## src/rtl/pc_fetch_if.sv

```systemverilog
// pc_fetch handshake bundles: instruction-memory port and decode port.
// The fetch stage is the master of both.
interface pc_fetch_imem_if;
  logic [31:0] imem_addr;
  logic        imem_req;
  logic        imem_ack;
  logic [31:0] imem_rdata;

  modport master (
    output imem_addr,
    output imem_req,
    input  imem_ack,
    input  imem_rdata
  );

  modport slave (
    input  imem_addr,
    input  imem_req,
    output imem_ack,
    output imem_rdata
  );
endinterface

interface pc_fetch_dec_if;
  logic        if_valid;
  logic        if_ready;
  logic [31:0] if_instr;
  logic [31:0] if_pc;

  modport master (
    output if_valid,
    input  if_ready,
    output if_instr,
    output if_pc
  );

  modport slave (
    input  if_valid,
    output if_ready,
    input  if_instr,
    input  if_pc
  );
endinterface

```

## src/rtl/pc_fetch.sv

```systemverilog
// pc_fetch: fetch stage owning the PC, one-entry output register.
// Optional misaligned-redirect trap: define PC_FETCH_MISALIGN_TRAP_EN.
module adder (
  input  logic [31:0] a,
  input  logic [31:0] b,
  output logic [31:0] y
);
  assign y = a + b;
endmodule

module pc_fetch #(
  parameter logic [31:0] RESET_PC = 32'h0000_0000
) (
  input  logic           clk,
  input  logic           rst_n,
  input  logic           stall,
  input  logic           branch_taken,
  input  logic [31:0]    branch_target,
  pc_fetch_imem_if.master imem,
  pc_fetch_dec_if.master  dec
`ifdef PC_FETCH_MISALIGN_TRAP_EN
  ,
  output logic           fetch_fault
`endif
);

  typedef enum logic [1:0] {
    S_IDLE  = 2'd0,
    S_RUN   = 2'd1
`ifdef PC_FETCH_MISALIGN_TRAP_EN
    ,
    S_FAULT = 2'd2
`endif
  } state_t;

  state_t      r_state;
  state_t      w_state_nxt;
  logic [31:0] r_pc;
  logic [31:0] r_instr;
  logic [31:0] r_ifpc;
  logic        r_valid;
  logic [31:0] w_pc_inc;
  logic        w_run;
  logic        w_redir;
  logic        w_misal;
  logic        w_req;
  logic        w_fetch;

  adder u_pc_add (
    .a (r_pc),
    .b (32'd4),
    .y (w_pc_inc)
  );

  assign w_run   = (r_state == S_RUN);
  assign w_redir = w_run & branch_taken;

`ifdef PC_FETCH_MISALIGN_TRAP_EN
  assign w_misal = w_redir & (|branch_target[1:0]);
`else
  assign w_misal = 1'b0;
`endif

  assign w_req = w_run & ~stall & ~branch_taken
               & (~r_valid | dec.if_ready);
  assign w_fetch = w_req & imem.imem_ack;

  always_comb begin
    w_state_nxt = r_state;
    unique case (r_state)
      S_IDLE: w_state_nxt = S_RUN;
`ifdef PC_FETCH_MISALIGN_TRAP_EN
      S_RUN: if (w_misal) w_state_nxt = S_FAULT;
`else
      S_RUN: w_state_nxt = S_RUN;
`endif
      default: w_state_nxt = r_state;
    endcase
  end

  always_ff @(posedge clk or negedge rst_n) begin
    if (!rst_n) r_state <= S_IDLE;
    else        r_state <= w_state_nxt;
  end

  // Redirect beats stall, stall beats fetch/consume.
  always_ff @(posedge clk or negedge rst_n) begin
    if (!rst_n) begin
      r_pc    <= RESET_PC;
      r_valid <= 1'b0;
      r_instr <= 32'h0;
      r_ifpc  <= 32'h0;
    end else if (w_redir) begin
      r_valid <= 1'b0;
      if (!w_misal) r_pc <= branch_target & 32'hFFFF_FFFC;
    end else if (!stall) begin
      if (w_fetch) begin
        r_instr <= imem.imem_rdata;
        r_ifpc  <= r_pc;
        r_valid <= 1'b1;
        r_pc    <= w_pc_inc;
      end else if (r_valid & dec.if_ready) begin
        r_valid <= 1'b0;
      end
    end
  end

`ifdef PC_FETCH_MISALIGN_TRAP_EN
  logic r_fault;

  always_ff @(posedge clk or negedge rst_n) begin
    if (!rst_n)       r_fault <= 1'b0;
    else if (w_misal) r_fault <= 1'b1;
  end

  assign fetch_fault = r_fault;
`endif

  assign imem.imem_addr = r_pc;
  assign imem.imem_req  = w_req;
  assign dec.if_valid   = r_valid;
  assign dec.if_instr   = r_instr;
  assign dec.if_pc      = r_ifpc;

endmodule

```

## src/flat_wrapper.sv

```systemverilog
// flat-port wrapper written by rule: the top's interface ports become plain ports
module pc_fetch_flat 
#(
  parameter logic [31:0] RESET_PC = 32'h0000_0000
)
  (clk, rst_n, stall, branch_taken, branch_target, imem_imem_addr, imem_imem_req, imem_imem_ack, imem_imem_rdata, dec_if_valid, dec_if_ready, dec_if_instr, dec_if_pc);
  pc_fetch_imem_if imem_i ();
  pc_fetch_dec_if dec_i ();
  input  logic clk;
  input  logic rst_n;
  input  logic stall;
  input  logic branch_taken;
  input  logic [31:0] branch_target;
  output wire logic [$bits(imem_i.imem_addr)-1:0] imem_imem_addr;
  output wire logic [$bits(imem_i.imem_req)-1:0] imem_imem_req;
  input wire logic [$bits(imem_i.imem_ack)-1:0] imem_imem_ack;
  input wire logic [$bits(imem_i.imem_rdata)-1:0] imem_imem_rdata;
  output wire logic [$bits(dec_i.if_valid)-1:0] dec_if_valid;
  input wire logic [$bits(dec_i.if_ready)-1:0] dec_if_ready;
  output wire logic [$bits(dec_i.if_instr)-1:0] dec_if_instr;
  output wire logic [$bits(dec_i.if_pc)-1:0] dec_if_pc;
  assign imem_imem_addr = imem_i.imem_addr;
  assign imem_imem_req = imem_i.imem_req;
  assign imem_i.imem_ack = imem_imem_ack;
  assign imem_i.imem_rdata = imem_imem_rdata;
  assign dec_if_valid = dec_i.if_valid;
  assign dec_i.if_ready = dec_if_ready;
  assign dec_if_instr = dec_i.if_instr;
  assign dec_if_pc = dec_i.if_pc;
  pc_fetch #(.RESET_PC(RESET_PC)) u_core (.clk(clk), .rst_n(rst_n), .stall(stall), .branch_taken(branch_taken), .branch_target(branch_target), .imem(imem_i), .dec(dec_i));
endmodule
```

## config.mk

```make
export PLATFORM = sky130hd
export DESIGN_NAME = pc_fetch_flat
export DESIGN_NICKNAME = d
export VERILOG_FILES = /design/src/rtl/pc_fetch_if.sv /design/src/rtl/pc_fetch.sv /design/src/flat_wrapper.sv
export SDC_FILE = /design/constraint.sdc
export NUM_CORES = 1
export LEC_CHECK = 0
export ABC_AREA = 1
export ABC_CLOCK_PERIOD_IN_PS = 1710
export CAP_MARGIN = 20
export CELL_PAD_IN_SITES_DETAIL_PLACEMENT = 0
export CELL_PAD_IN_SITES_GLOBAL_PLACEMENT = 2
export CORE_AREA = 10 10 190 121
export DETAILED_ROUTE_END_ITERATION = 7
export DIE_AREA = 0 0 200 131
export GPL_TIMING_DRIVEN = 0
export PLACE_DENSITY_LB_ADDON = 0.1
export REMOVE_ABC_BUFFERS = 1
export SKIP_LAST_GASP = 1
export SLEW_MARGIN = 5
export SYNTH_ARGS = -nofsm -noshare
export SYNTH_HDL_FRONTEND = slang
export SYNTH_SLANG_ARGS = --single-unit
```

## constraint.sdc

```tcl
create_clock -name clk -period 1.71 [get_ports clk]
set_input_delay 0.171 -clock clk [delete_from_list [all_inputs] [get_ports clk]]
set_output_delay 0.171 -clock clk [all_outputs]
set_load 0.05 [all_outputs]
```

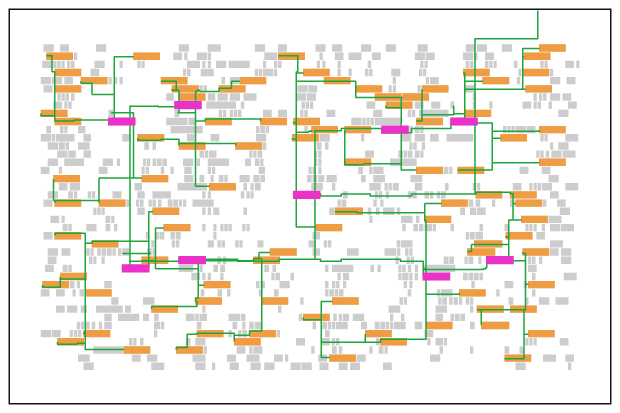
Run 1: clock wires, drivers and flops
Scale: 3 px per um.
Key: clock drivers = magenta [count 9]; clock wires = green [length 1700 um]; flip-flops = orange [count 94]
There are 10 routed clock nets. Position of the flops: spread over the die.

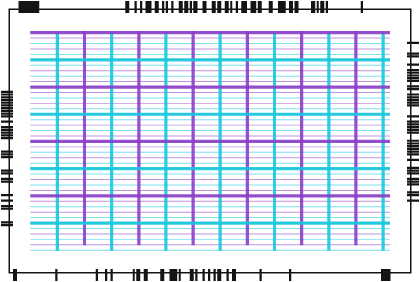
Run 1: supply network
Scale: 2 px per um. Pins as bars on the die edge.
Key: VSS = cyan; VDD = purple
168 signal pins sit on the boundary. 41 met1 rails follow the rows. 8 straps on met5.
Die H: 131 um
width of the die: 200 um

==> results.txt, run 1 <==
Quick summary of the implementation run below.

The run finished with clean final reports. The capture point of the worst reg-to-reg path is u_core.dec.if_pc[24]. The worst-margin pin slew came out at roughly 550 ps.

The core area is just under 0.02 mm2. The top cell class by occupied area is registers. The clock transition at the registers of the reported paths is roughly 70 ps. The clock skew after layout is roughly 7.3 ps.

Summed over all cells, the static leakage comes to 0.00380 uW. The relative area change from synthesis to final layout is 58.4%. The post-CTS resize count is roughly 94.

The synthesis report lists the most area-consuming cells as dfrtp_1, nand2_1, nand3_1. The via count is 4487. The peak supply drop came out at roughly 0.5 mV. The yosys-reported design area after synthesis came out at approximately 0.0046 mm2. The cell area after layout came out at around 0.0073 mm2. The clock insertion delay at the later pin of the skew report came out at approximately 360 ps. The detailed router finished its first iteration with ~210 violations. The clock tree from TritonCTS is yes. The initial antenna violation count came out at 1. The share of total power in sequential cells came out at 0.354. The count of hold-fix buffers inserted at cts is 1.
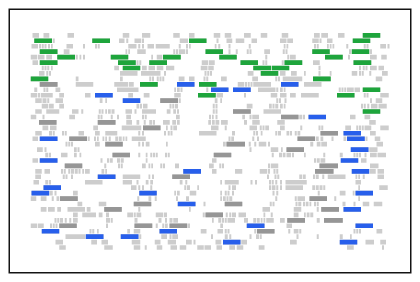
Run 1: sequential cells colored by netlist name
Scale: 2 px per um. Other sequential cells in the stronger gray, the rest of the logic in the fainter gray.
Key: u_core.dec.if_instr = green [sequential cells 32, where a band across the top]; u_core.dec.if_pc = blue [sequential cells 30]
total area of sequential cells: 0.00236 mm2
utilization after layout: 0.372
sequential-cell power consumption: 3010 uW
flip-flop and latch share of the layout cell area: 0.324

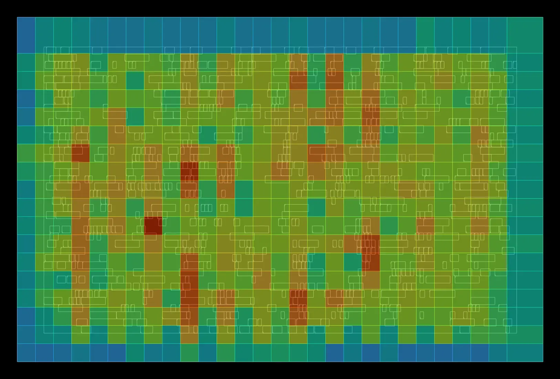
Run 1: routing congestion
met3 Usage GRT: 0.0519
global-route usage over all layers: 0.142
GR met2 Demand/Resource: 0.204

==> inputs of run 2 (changes only) <==
--- a/config.mk
+++ b/config.mk
@@ -5,14 +5,14 @@
 export SDC_FILE = /design/constraint.sdc
 export NUM_CORES = 1
 export LEC_CHECK = 0
-export ABC_AREA = 1
+export ABC_AREA = 0
 export ABC_CLOCK_PERIOD_IN_PS = 1710
 export CAP_MARGIN = 20
 export CELL_PAD_IN_SITES_DETAIL_PLACEMENT = 0
 export CELL_PAD_IN_SITES_GLOBAL_PLACEMENT = 2
-export CORE_AREA = 10 10 190 121
+export CORE_AREA = 10 10 180 114
 export DETAILED_ROUTE_END_ITERATION = 7
-export DIE_AREA = 0 0 200 131
+export DIE_AREA = 0 0 190 124
 export GPL_TIMING_DRIVEN = 0
 export PLACE_DENSITY_LB_ADDON = 0.1
 export REMOVE_ABC_BUFFERS = 1
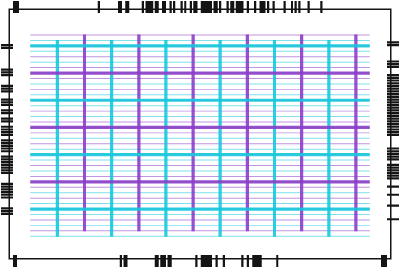
Run 2: supply network
Scale: 2 px per um. Pins as bars on the die edge.
Key: VSS = cyan; VDD = purple
7 straps on met5. 168 signal pins sit on the boundary. 38 met1 rails follow the rows. 12 straps on met4.
area of the placeable core: 0.0171 mm2
width of the die: 190 um
Die H: 124 um
IR drop worst, VDD: 0.420 mV

==> run 2 against run 1 <==
  * The run now ends with negative setup slack left
  * Synthesized cell count down 21%
  * Final cell count is 11% lower
  * Largest cell class is now buffers
  * Critical path depth unchanged
  * Highest routed layer unchanged
  * Die size shrank 10%
  * Combinational power down 5%
  * Design area grew 2.4%
  * Sequential share of layout area is 0.47 points lower
  * Clock skew up 3.2 ps
  * Wire length fell by 6.2%
  * Worst setup slack got worse by 180 ps
  * Core utilization up 6.4 points
  * Critical path type unchanged
  * Synthesized area is 7.9% lower
==> results.txt, run 2 <==
Quick summary of the implementation run below.

The count of inverters other than clock inverters in the layout came out at 6 (was 39). The checks that failed: negative setup slack. The capture point of the worst reg-to-reg path was u_core.imem.imem_addr[30] (was u_core.dec.if_pc[24]).

The final worst slack came to -128 ps (was 55.9 ps). The destination of the critical timing path is u_core.imem.imem_addr[30] (was u_core.dec.if_pc[24]). Top post-synthesis cells by area: dfrtp_1, nand2_1, o21ai_0 (was dfrtp_1, nand2_1, nand3_1). The dominant power group is combinational logic (unchanged). The initial antenna violation count is 0 (was 1).

The HPWL after detailed placement is 11100 um (was 12400 um). The TritonCTS buffer count is 9 (unchanged). The routed metal-1 wirelength came out at 8840 um (was 9370 um). The worst-margin pin slew is 746 ps (was 549 ps). The number of top-level design ports came to 168 (unchanged). The clock root buffer was clkbuf_16 (unchanged). The main flop type is dfrtp_1 (unchanged). The remaining antenna violation count after routing is 0 (unchanged).

The sequential power came to 2930 uW (was 3010 uW). The per-cell routed wire length is 18.8 um (was 17.9 um). The highest achievable clock rate came out at 0.544 GHz (was 0.605 GHz). The clock tree from TritonCTS is yes (unchanged). The logic share of the area is 0.266 (was 0.289). The clock insertion delay at the later pin of the skew report came to 350 ps (was 360 ps).

The setup total negative slack is -288 ps (was 0 ps). The via count is 4227 (was 4487). The global routing usage on met3 is 0.0500 (was 0.0519). The sequential fraction of the synthesis area was 0.555 (was 0.511). The cell with the most instances after synthesis is nand2_1 (unchanged). The met2 layer usage reported by global route came out at 0.211 (was 0.204). The clock skew after layout came out at 10.5 ps (was 7.32 ps). The leakage power came to 0.00396 uW (was 0.00380 uW). Result of the run: finished with violations (was completed).

The violation count after the first detailed-routing iteration came out at 277 (was 207). The final hold violation count is 0 (unchanged). The relative area change from synthesis to final layout is 76.2% (was 58.4%). The net switching power came out at 3370 uW (was 3710 uW).

The count of hold-fix buffers inserted at cts is 1 (unchanged). The total setup violations reported at the end of the flow is 5 (was 0). The post-CTS resize count came to 92 (was 94). The share of async-settable or async-resettable flops after synthesis came to 1.00 (unchanged). The power consumed by the clock network is 2140 uW (was 2100 uW). The share of total power in sequential cells was 0.353 (was 0.354). The clock transition at the registers of the reported paths is 70 ps (about the same). The via density per instance came to 4.46 (was 4.21). The top cell class by occupied area is buffers (was registers). The yosys-reported design area after synthesis was 0.00424 mm2 (was 0.00460 mm2). The number of fillers in the final layout is 1683 (was 2050). The global router's overall resource usage is 0.145 (was 0.142). The register area is 0.00238 mm2 (was 0.00236 mm2). The classification of the worst-slack hold path is input pin to flip-flop (was input pin to async pin).
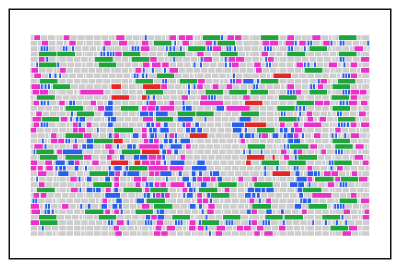
Run 2: cell classes on the final placement
Scale: 2 px per um. Fill, decap, tap and diode cells in gray.
Key: sequential cells = green [cells 94, share of their area 33%]; clock drivers and dummy loads = red [cells 16, share of their area 4.3%]; combinational and other logic = blue [cells 363, share of their area 28%]; remaining buffers and delay cells = magenta [cells 240, share of their area 34%]
Rows: 37
utilization after layout: 0.437
final design instance area without fill: 0.00746 mm2
flip-flop and latch share of the layout cell area: 0.319

Power is estimated from default activity; no workload was simulated.
